## config.mk

```make
export PLATFORM = sky130hd
export DESIGN_NAME = bcd_display_driver
export DESIGN_NICKNAME = d
export VERILOG_FILES = /design/src/rtl/disp_pkg.sv /design/src/rtl/bin2bcd_seq.sv /design/src/rtl/bcd_display_driver.sv
export SDC_FILE = /design/constraint.sdc
export NUM_CORES = 1
export LEC_CHECK = 0
export CAP_MARGIN = 20
export CORE_UTILIZATION = 25
export CTS_CLUSTER_SIZE = 25
export DETAILED_ROUTE_END_ITERATION = 8
export PLACE_DENSITY = 0.45
export SETUP_SLACK_MARGIN = 0.3
export SKIP_LAST_GASP = 1
export SLEW_MARGIN = 25
export SYNTH_ARGS = -nofsm -noshare
export SYNTH_HDL_FRONTEND = slang
export SYNTH_HIERARCHICAL = 1
export SYNTH_SLANG_ARGS = --single-unit
```

## constraint.sdc

```tcl
create_clock -name clk -period 3.7 [get_ports clk]
set_input_delay 0.37 -clock clk [delete_from_list [all_inputs] [get_ports clk]]
set_output_delay 0.37 -clock clk [all_outputs]
set_load 0.005 [all_outputs]
```

## src/rtl/disp_pkg.sv

```systemverilog
// Shared types and constants for the BCD display driver and its converter.
package disp_pkg;

   localparam logic [3:0] BLANK_CODE = 4'hF;

   typedef enum logic {IDLE, CONV} conv_state_t;

   function automatic int max_bcd(int digits);
      int r;
      r = 1;
      for (int i = 0; i < digits; i++) r = r * 10;
      return r - 1;
   endfunction

endpackage

```

## src/rtl/bin2bcd_seq.sv

```systemverilog
// Sequential binary-to-BCD converter (shift-add-3), one bit per clock.
// done_o and bcd_o are valid together in the final iteration cycle, so the
// consumer captures the finished digits on the same edge the FSM returns to IDLE.
module bin2bcd_seq
   import disp_pkg::*;
#(
   parameter int WIDTH  = 14,
   parameter int DIGITS = 4
) (
   input  logic                  clk_i,
   input  logic                  reset_i,
   input  logic                  start_i,
   input  logic [WIDTH-1:0]      value_i,
   output conv_state_t           state_o,
   output logic                  done_o,
   output logic [DIGITS*4-1:0]   bcd_o
);

   localparam int BW = DIGITS * 4;
   localparam int CW = $clog2(WIDTH + 1);

   conv_state_t       state_q, state_d;
   logic [WIDTH-1:0]  sh_q, sh_d;
   logic [BW-1:0]     acc_q, acc_d, adj;
   logic [CW-1:0]     cnt_q, cnt_d;
   logic              last;

   always_ff @(posedge clk_i) begin
      if (reset_i) begin
         state_q <= IDLE;
         sh_q    <= '0;
         acc_q   <= '0;
         cnt_q   <= '0;
      end else begin
         state_q <= state_d;
         sh_q    <= sh_d;
         acc_q   <= acc_d;
         cnt_q   <= cnt_d;
      end
   end

   always_comb begin
      adj = acc_q;
      for (int i = 0; i < DIGITS; i++) begin
         if (acc_q[i*4 +: 4] >= 4'd5) adj[i*4 +: 4] = acc_q[i*4 +: 4] + 4'd3;
      end
      last    = (cnt_q == CW'(WIDTH - 1));
      state_d = state_q;
      sh_d    = sh_q;
      acc_d   = acc_q;
      cnt_d   = cnt_q;
      done_o  = 1'b0;
      // Result of the current iteration, i.e. the finished BCD in the last one.
      bcd_o   = {adj[BW-2:0], sh_q[WIDTH-1]};
      case (state_q)
         IDLE: begin
            if (start_i) begin
               state_d = CONV;
               sh_d    = value_i;
               acc_d   = '0;
               cnt_d   = '0;
            end
         end
         CONV: begin
            acc_d = {adj[BW-2:0], sh_q[WIDTH-1]};
            sh_d  = {sh_q[WIDTH-2:0], 1'b0};
            cnt_d = cnt_q + 1'b1;
            if (last) begin
               state_d = IDLE;
               done_o  = 1'b1;
            end
         end
         default: state_d = IDLE;
      endcase
   end

   assign state_o = state_q;

endmodule

```

## src/rtl/bcd_display_driver.sv

```systemverilog
// Binary value -> BCD digits, time-multiplexed onto a shared digit bus.
// Optional LEADING_ZERO_BLANK_EN blanks zero digits above the most significant non-zero one.
module bcd_display_driver
   import disp_pkg::*;
#(
   parameter int DIGITS      = 4,
   parameter int WIDTH       = 14,
   parameter int REFRESH_DIV = 50000
) (
   input  logic              clk,
   input  logic              reset,
   input  logic              load,
   input  logic [WIDTH-1:0]  value,
   output logic              busy,
   output logic              overflow,
   output logic [3:0]        digit_data,
   output logic [DIGITS-1:0] anodes
);

   localparam int IW  = (DIGITS > 1) ? $clog2(DIGITS) : 1;
   localparam int CNW = $clog2(REFRESH_DIV);
   localparam logic [WIDTH-1:0] MAX_VAL = WIDTH'(max_bcd(DIGITS));

   conv_state_t              conv_state;
   logic                     conv_done;
   logic [DIGITS*4-1:0]      bcd;
   logic                     accept;

   logic                     ovf_pend_q, ovf_pend_d;
   logic                     overflow_q, overflow_d;
   logic [DIGITS-1:0][3:0]   disp_q, disp_d;
   logic [CNW-1:0]           cnt_q, cnt_d;
   logic [IW-1:0]            idx_q, idx_d;
   logic [DIGITS-1:0]        anodes_q, anodes_d;
   logic [3:0]               digit_q, digit_d;
`ifdef LEADING_ZERO_BLANK_EN
   logic                     lead;
`endif

   assign busy   = (conv_state == CONV);
   assign accept = load & ~busy;

   bin2bcd_seq #(.WIDTH(WIDTH), .DIGITS(DIGITS)) u_conv (
      .clk_i   (clk),
      .reset_i (reset),
      .start_i (accept),
      .value_i (value),
      .state_o (conv_state),
      .done_o  (conv_done),
      .bcd_o   (bcd)
   );

   always_ff @(posedge clk) begin
      if (reset) begin
         ovf_pend_q <= 1'b0;
         overflow_q <= 1'b0;
         disp_q     <= {DIGITS{BLANK_CODE}};
         cnt_q      <= '0;
         idx_q      <= '0;
         anodes_q   <= ~DIGITS'(1);
         digit_q    <= BLANK_CODE;
      end else begin
         ovf_pend_q <= ovf_pend_d;
         overflow_q <= overflow_d;
         disp_q     <= disp_d;
         cnt_q      <= cnt_d;
         idx_q      <= idx_d;
         anodes_q   <= anodes_d;
         digit_q    <= digit_d;
      end
   end

   // Range is judged on the accepted value; it is published only at completion.
   always_comb begin
      ovf_pend_d = accept ? (value > MAX_VAL) : ovf_pend_q;
      overflow_d = conv_done ? ovf_pend_q : overflow_q;
      disp_d     = disp_q;
`ifdef LEADING_ZERO_BLANK_EN
      lead       = 1'b1;
`endif
      if (conv_done) begin
         if (ovf_pend_q) begin
            disp_d = {DIGITS{BLANK_CODE}};
         end else begin
            for (int i = 0; i < DIGITS; i++) disp_d[i] = bcd[i*4 +: 4];
`ifdef LEADING_ZERO_BLANK_EN
            for (int i = DIGITS - 1; i > 0; i--) begin
               if (bcd[i*4 +: 4] != 4'd0) lead = 1'b0;
               if (lead) disp_d[i] = BLANK_CODE;
            end
`endif
         end
      end
   end

   // Outputs are registered from next-state index/display so they always agree.
   always_comb begin
      cnt_d = cnt_q + 1'b1;
      idx_d = idx_q;
      if (cnt_q == CNW'(REFRESH_DIV - 1)) begin
         cnt_d = '0;
         idx_d = (idx_q == IW'(DIGITS - 1)) ? '0 : idx_q + 1'b1;
      end
      for (int i = 0; i < DIGITS; i++) anodes_d[i] = (idx_d != IW'(i));
      digit_d = disp_d[idx_d];
   end

   assign overflow   = overflow_q;
   assign anodes     = anodes_q;
   assign digit_data = digit_q;

endmodule

```

run_1/pdn.png
The bar under the picture is 50 µm long. Pins as bars on the die edge.
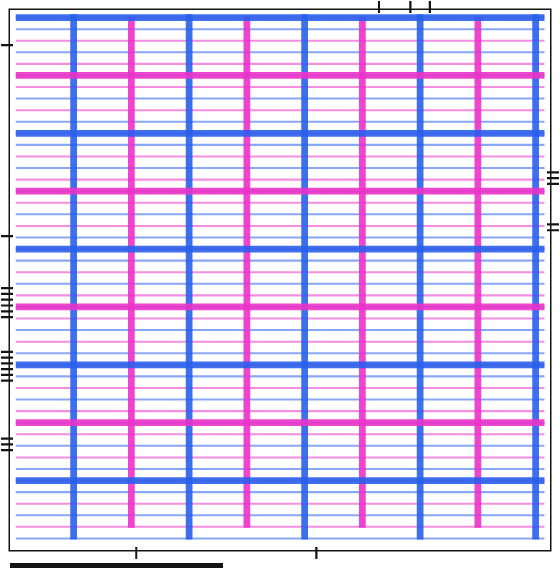
VSS -> blue
VDD -> magenta
met1 rails = 46
rows = 45
signal pins = 27

run_1/cell_classes.png
The bar under the picture is 50 µm long.
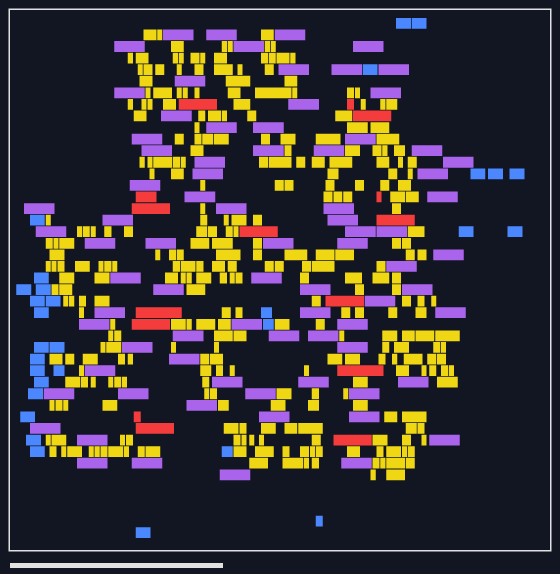
clock drivers and dummy loads -> red  # cells 15
other buffers and delay cells -> blue  # cells 30
flip-flops -> purple  # cells 79
all other logic -> yellow  # cells 309

run_1/clock_map.png
The bar under the picture is 50 µm long.
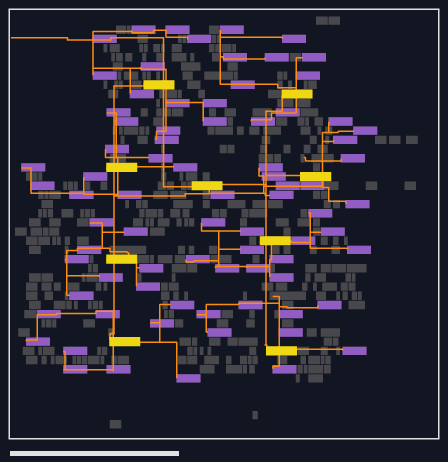
cells driving clock nets -> yellow  # count 9
clock wires -> orange  # length 1,150 µm
flip-flops -> purple  # count 79
routed clock nets = 10

run_1/metal_stack.png
Two of the layers only.
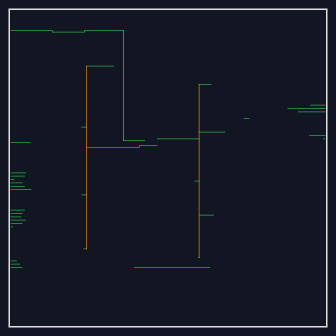
met3 -> green  # wire length 282 µm
met4 -> orange  # wire length 187 µm

## run 1: cells by family after synthesis
family,count (synthesis),synth area share (%)
xor+xnor,18,4.04
compound gates,78,14.7
fa+ha+maj,12,3.85
simple gates,154,21.7
flops,79,40.6
buf+inv,38,5.84
mux,34,9.30
## run 1: sequential cells by signal, indices dropped and copies added, names as in the netlist
name / count
cnt_q: 16
disp_q: 16
u_conv/acc_q: 16
u_conv/sh_q: 14
anodes: 4
digit_data: 4
u_conv/cnt_q: 4
idx_q: 2
overflow: 1
ovf_pend_q: 1
u_conv/state_o: 1
## run 1: how the worst min path moves through the flow
stage                       to
floorplan             cnt_q[0]
global placement      cnt_q[0]
detailed placement    cnt_q[0]
CTS                   cnt_q[0]
global route        disp_q[11]
finish                cnt_q[0]
==> out/results.txt, run 1 <==
combinational power = 0.123 mW
Clock buf/inv share = 6.86%
# clock sinks = 79
Dominant cell area share = 40.6%
Power Sequential = 0.879 mW
DR vias/cell = 4.67
total stage count of the critical path = 9
cell area after placement = 4240 µm²
Hold WC Path Type = flip-flop to flip-flop
Synth async-reset ratio = 0%
Max Clk Rate = 0.403 GHz
GRT Total Usage = 11.0%
GR Overflow Total = 0
fin cells = 621
Placement Setup Slack = 1.20 ns
skew final = 0.00611 ns
GRT met1 Usage = 14.0%
CP bufs+invs = 2
Max-Cap Viols = 0
post-route ant nets = 0
CP delay by family, top = AND-OR/OR-AND gates
Least-Margin Pin Slew = 0.649 ns
synthesized instance count = 413
hold_ws = 0.468 ns
Die Ht = 127 µm
register area = 1580 µm²
area delta synth->final = 16.8%
initial antenna violation count = 0
H-tree Lvls = 3
Syn Area/Cell = 9.44 µm²
startpoint class of the critical path = flip-flop
combinational share of power = 6.3%
final hold violation count = 0
Residual DRC = 0
EDFF count, synth = 0
Num CTS Buffers = 9
Top cells excl fill/tap = dfxtp_1, nor2_1, nand2b_1
gpl congestion = 0.760
Max clock buf depth = 2
registers = 79
share of layout cells above drive strength 1 = 10.4%
wire length per cell = 13.3 µm
setup bufs post-CTS = 0
worst setup margin = 1.22 ns
crit path kind = flip-flop to flip-flop
Max Slew Vio Count = 0
Sequential Power Share = 45.2%
die area = 16,100 µm²
GR Layer Usage met3 = 2.45%
post-cts resize count = 0
run status = finished, final reports clean
# rows = 45
dominant cell type by area after synthesis = dfxtp_1
Log Warnings = 31
net count reported at finish = 458
Vias = 2,900
yosys cell count = 413
first-pass GRT wire length = 13,800 µm
YS chip area = 3900 µm²
CP max FO = 19
run_1/final_placement.png
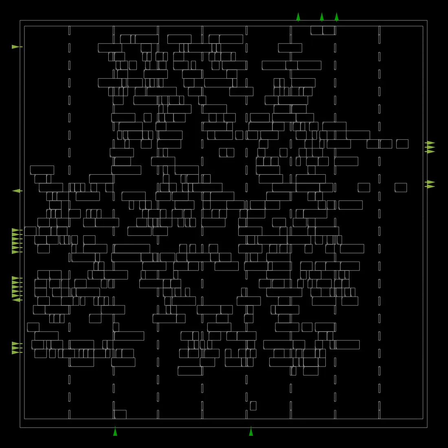

==> run 2, diff against run 1 <==
==> constraint.sdc (replaced) <==
create_clock -name clk -period 2.6 [get_ports clk]
set_input_delay 0.26 -clock clk [delete_from_list [all_inputs] [get_ports clk]]
set_output_delay 0.26 -clock clk [all_outputs]
set_load 0.005 [all_outputs]
run_2/final_placement.png
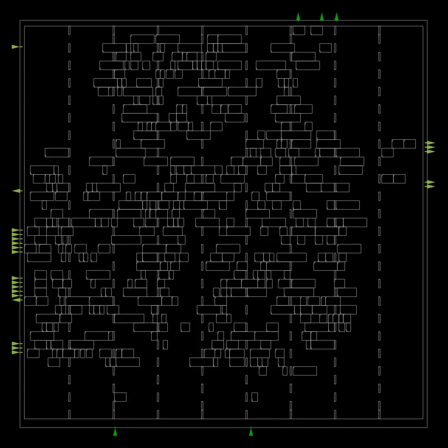
post-layout util: 29.9%
tap cells: 188
sequential share of cell area: 34.9%
registers: 79
filler cell count: 1,596

run_2/clock_map.png
The bar under the picture is 50 µm long.
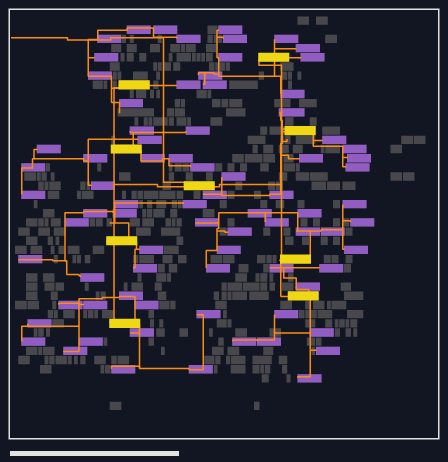
cells driving clock nets -> yellow  # count 9
clock wires -> orange  # length 1,090 µm
flip-flops -> purple  # count 79
routed clock nets = 10

==> run 2 against run 1 <==
Power is 36% higher. Hold slack got worse by 0.097 ns. Fmax rose by 19%. Critical path depth fell by 1. Area after synthesis unchanged. Synthesized cell count stayed put. Critical endpoint unchanged. Sequential power is 42% higher. Clock-buffer cell count shrank 1. Largest power group is now registers. Utilization down 0.12 points. Highest routed layer unchanged.
==> out/results.txt, run 2 <==
crit path DAT = 2.35 ns
CP max FO = 10
drt total wl = 8190 µm
CP max stage delay = 0.38 ns
Gate Area = 2090 µm²
Max Clk Rate = 0.478 GHz
Boundary Pins = 27
Critical Path Sink Type = flip-flop
Top cell excl fill/tap = dfxtp_1
synthesized instance count = 413
Max Slew Vio Count = 0
largest net degree at the start of global routing = 51
worst setup path start = u_conv/cnt_q[1]
final hold violation count = 0
post-cts resize count = 0
crit path DRT = 2.86 ns
initial antenna violation count = 0
Hold Crit Endpoint = u_conv/acc_q[11]
post-layout period usage of the worst path = 80.5%
Hold Path Depth = 2
worst hold start = reset
Max-Cap Viols = 0
synthesized area = 3900 µm²
skew final = 0.00526 ns
Main area contributors = dfxtp_1, mux2i_1, nor2_1, nand2b_1, ha_1
post-route ant nets = 0
net count reported at finish = 460
First DRT Iteration DRCs = 140
fin cells = 623
CP bufs+invs = 1
GR Overflow Total = 0
worst setup margin = 0.506 ns
Top cells excl fill/tap = dfxtp_1, nor2_1, nand2b_1
Clock buf/inv share = 6.15%
first-pass iteration count of the detailed router = 4
Synth top cell by count = dfxtp_1
Least-Margin Pin Slew = 0.630 ns
hold_ws = 0.371 ns
register share after synthesis = 40.6%
cell area after placement = 4260 µm²
wire length per cell = 13.1 µm
clk slew on worst S/H paths = 0.06 ns
Post-synth top cells = dfxtp_1, nor2_1, nand2b_1, mux2i_1, a21oi_1
Residual DRC = 0
total negative slack = 0 ns
Dominant cell area share = 40.6%
Max clock buf depth = 2
Synth async-reset ratio = 0%
worst r2r src = u_conv/cnt_q[1]
YS chip area = 3900 µm²
Setup-failing EPs final = 0
EDFF count, synth = 0
width of the die = 127 µm
Syn Area/Cell = 9.44 µm²
number of non-clock inverters = 13
setup bufs post-CTS = 0
share of layout cells above drive strength 1 = 11.0%
die area = 16,100 µm²
Comb area share = 46.1%
nonclk buf count = 32
gpl congestion = 0.758
Vias = 2,879
leakage = 1.65 nW
Log Warnings = 31
placed cells = 608
CP delay by family, top = AND-OR/OR-AND gates
register area = 1580 µm²
startpoint class of the critical path = flip-flop
Pwr Total = 2.63 mW
# clock sinks = 79
reg2reg end = digit_data[3]
run status = finished, final reports clean
Main synth FF type = dfxtp_1
first-pass GRT wire length = 13,800 µm
Final Critical Period = 2.09 ns
RSZ-0062 raised after global routing = false
CTS tree = built
max_slew headroom = 57.6%
I/O Buffers = 26
Slowest-stage cell, CP = dfxtp_1
Synthesized Nets = 442
Placement Setup Slack = 0.378 ns
Hold WC Path Type = input port to flip-flop
Power Dens Cells = 580 nW/µm²
Die Ht = 127 µm
Post-synth regs = 79
yosys cell count = 413
total stage count of the critical path = 8
Worst IR Drop VDD = 0.198 mV
Num CTS Buffers = 9
number of global-route vias before repair = 2,760
reg-to-reg setup timing slack = 0.51 ns
dominant cell type by area after synthesis = dfxtp_1
crit path to = digit_data[3]
Cell Type Count = 56
Post-CTS Hold Fix Bufs = 0
root buf cell = clkbuf_16
crit path kind = flip-flop to flip-flop
DR vias/cell = 4.62
Antenna Cells = 0
area delta synth->final = 16.4%
synth warn = 6
H-tree Lvls = 3
Latency at later pin = 0.34 ns
HPWL after detailed placement = 5680 µm
Largest regs = cnt_q x16, disp_q x16, u_conv/acc_q x16
Top class by area = combinational gates
GRT Total Usage = 11.0%
run_2/cell_classes.png
The bar under the picture is 50 µm long.
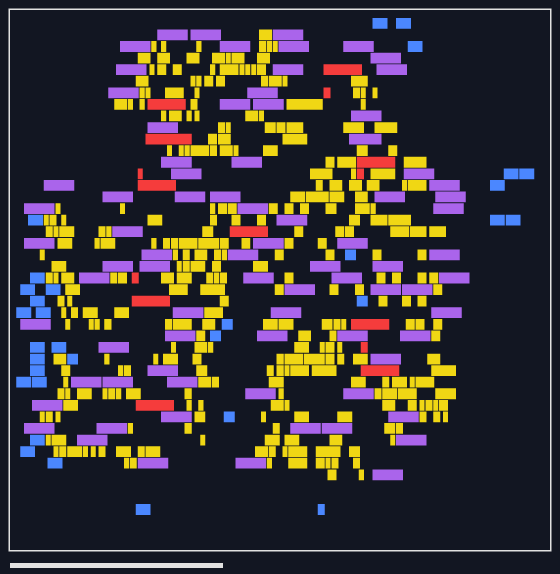
Design Area, Final: 4540 µm²
# rows: 45
core area: 15,200 µm²

run 2: power breakdown:
part | internal (mW) | switching [mW] | total (mW)
clock | 0.731 | 0.478 | 1.21
sequential | 1.23 | 0.0164 | 1.25
combinational | 0.0736 | 0.102 | 0.175
total | 2.04 | 0.596 | 2.63
run 2: cell families (layout without fill, tap and decap cells):
kind of cell,Yosys count,after routing,synth area share (%)
AND/OR/NAND/NOR,154,154,21.7
flip-flops,79,79,40.6
AND-OR/OR-AND,78,78,14.7
buffers and inverters,38,60,5.84
multiplexers,34,34,9.30
XOR/XNOR,18,18,4.04
adder cells (fa/ha/maj),12,12,3.85
run 2: layer usage:
metal	track usage, %	part of all wire, %	routed length [µm]
met5	0	0	0
met4	5.88	2.1	170
met3	2.07	3.2	266
met2	16.9	44	3600
met1	14.7	51	4150
Power and IR drop assume default switching activity.
